Design core_sequencer, sky130hd; sources not shown.
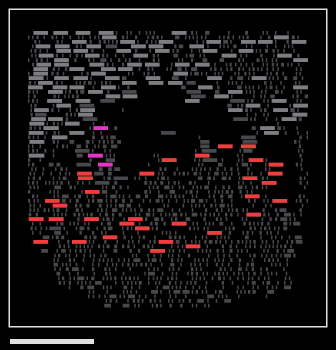
Fig. 1. Sequential cells grouped by signal name.
The bar under the picture is 50 um long. Other sequential cells in the stronger grey, the rest of the logic in the fainter grey.
Magenta shows r_state, sequential cells 3. Red shows pc, sequential cells 32.
Another 96 sequential cells are not coloured.
total sequential power: 0.00117 W
Post-Route Utilization: 38.3%

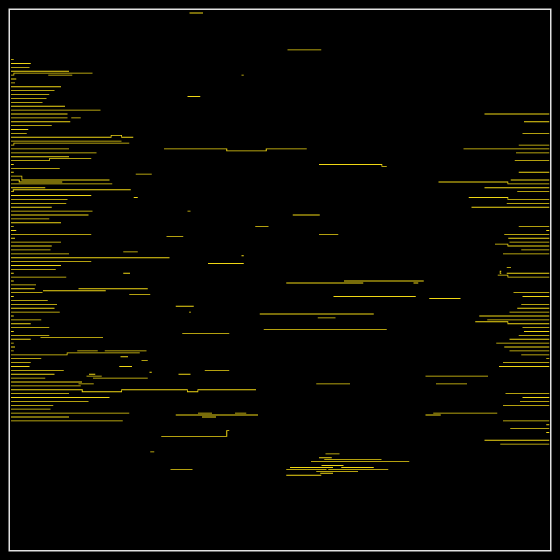
Fig. 2. Signal wires on met3.
192 nets have wire on it. The wires run mostly horizontal. The layer holds 8.6% of the routed length.
overall routed net length: 38.0 mm
number of vias after detailed routing: 9,868
global routing usage on met3: 6.91%

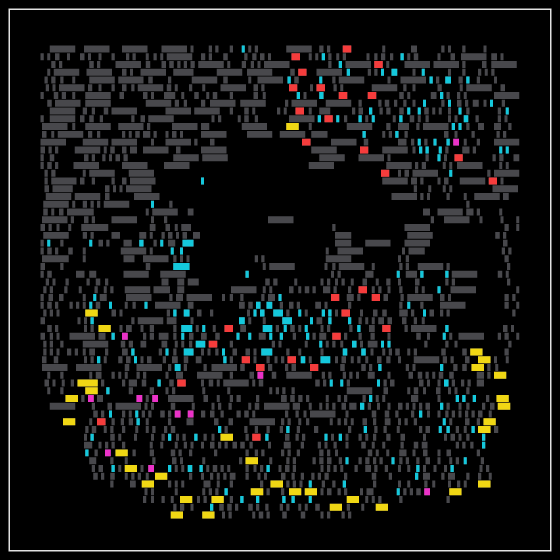
Fig. 3. Selected gate families.
Yellow shows adder and majority cells, cells 34. Cyan shows NOR gates, cells 170. Red shows XOR/XNOR gates, cells 30. Magenta shows AND and OR gates, cells 11.
most used logic cell in the final layout: sky130_fd_sc_hd__nand2_1
multi-input logic portion of the cell area: 51.7%

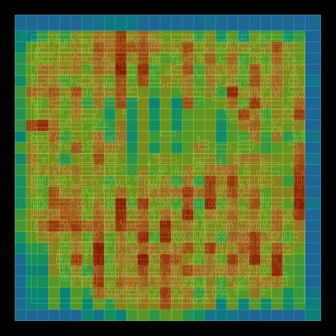
Fig. 4. Routing congestion map.
average wire per standard cell: 19.8 um
Global Route met2 Usage: 34.8%

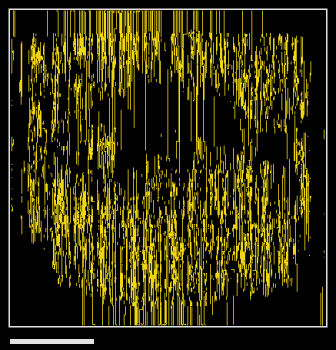
Fig. 5. Met2 routing.
The bar under the picture is 50 um long.
The layer carries 17,900 um of wire. The longest straight run is 79.2 um. 1,392 nets have wire on it. The wires run mostly vertical.

==> summary.txt <==
Implementation progress

The flow ran to the end, and the final reports show no timing, DRC or antenna violations. The leakage power total stands at 5.57 nW. Looking at the global route congestion table, the highest-usage layer is met2.

The relative area change from synthesis to final layout stands at 10.4%. In this run the standard cell core region covers between 20,000 and 30,000 um^2. By area, combinational gates come first. The simple-gate share of the synthesized area stands at between 40 and 50%.

In the final layout, the fill cell count is 3,727. TritonCTS created 17 clock buffers. After layout, the minimum clock period comes to 5230 ps. The count of max-cap constraint violations stands at 0. In this run the worst path has a maximum fanout of 62. The die outline width stands at ~190 um.

The share of the synthesized netlist area taken by xor and xnor gates stands at about 2.7%. Looking at the clock tree report, the maximum root-to-sink buffer count equals 2. The post-synthesis cell area stands at a little under 10,000 um^2. OpenROAD reports that the post-layout worst path occupies 56.8% of the period.

The most critical min-delay path falls under flop to flop. STA classifies the critical path endpoint as an output port. The data-path buffer share of cell area in the final layout stands at 1.00%.

The fraction of the mapped netlist area in adder cells stands at approximately 4.5%. Yosys printed 6 warnings. Sorting the Yosys area breakdown by cell type puts at the top sky130_fd_sc_hd__dfrtp_1.
critical path, cell delays in order:
cell and delay [ps]:
sky130_fd_sc_hd__inv_6 300, sky130_fd_sc_hd__buf_4 750, sky130_fd_sc_hd__nand3_1 180, sky130_fd_sc_hd__nand2_1 150
metrics by stage:
step	total power (W)	instance area (um^2)	cells	utilization (%)	hold WS, ps
floorplan	0.00216	9720	1538	-	376
global placement	0.00264	10100	1880	36.0	400
detailed placement	0.00271	10100	1880	36.0	408
CTS	0.00343	10700	1912	38.1	418
global route	0.00371	10700	1914	38.3	458
finish	0.00339	10700	1914	38.3	411
cell usage in the layout (no fill, tap or decap), types with 14 or more instances in the layout:
cell type | netlist | layout
sky130_fd_sc_hd__nand2_1 | 604 | 603
sky130_fd_sc_hd__ha_1 | 33 | 33
sky130_fd_sc_hd__nor2_1 | 143 | 142
sky130_fd_sc_hd__nand4_1 | 14 | 14
sky130_fd_sc_hd__o21ai_1 | 33 | 33
sky130_fd_sc_hd__nand3_1 | 109 | 108
sky130_fd_sc_hd__xor2_1 | 23 | 23
sky130_fd_sc_hd__inv_1 | 184 | 184
sky130_fd_sc_hd__o21ai_0 | 51 | 51
sky130_fd_sc_hd__dfrtp_1 | 128 | 128
sky130_fd_sc_hd__clkbuf_16 | 0 | 17
sky130_fd_sc_hd__a21oi_1 | 65 | 64
sky130_fd_sc_hd__nand3b_1 | 18 | 18
power by group through the flow:
| stage | clock [W] | sequential (W) | combinational (W) |
|---|---|---|---|
| after floorplan | 0 | 0.00101 | 0.00114 |
| after global placement | 0 | 0.00119 | 0.00145 |
| after detailed placement | 0 | 0.00120 | 0.00151 |
| after CTS | 0.000721 | 0.00119 | 0.00152 |
| after global routing | 0.000743 | 0.00121 | 0.00176 |
| final | 0.000696 | 0.00117 | 0.00152 |
Power figures rest on the tool's default switching activity, not on a simulated workload.
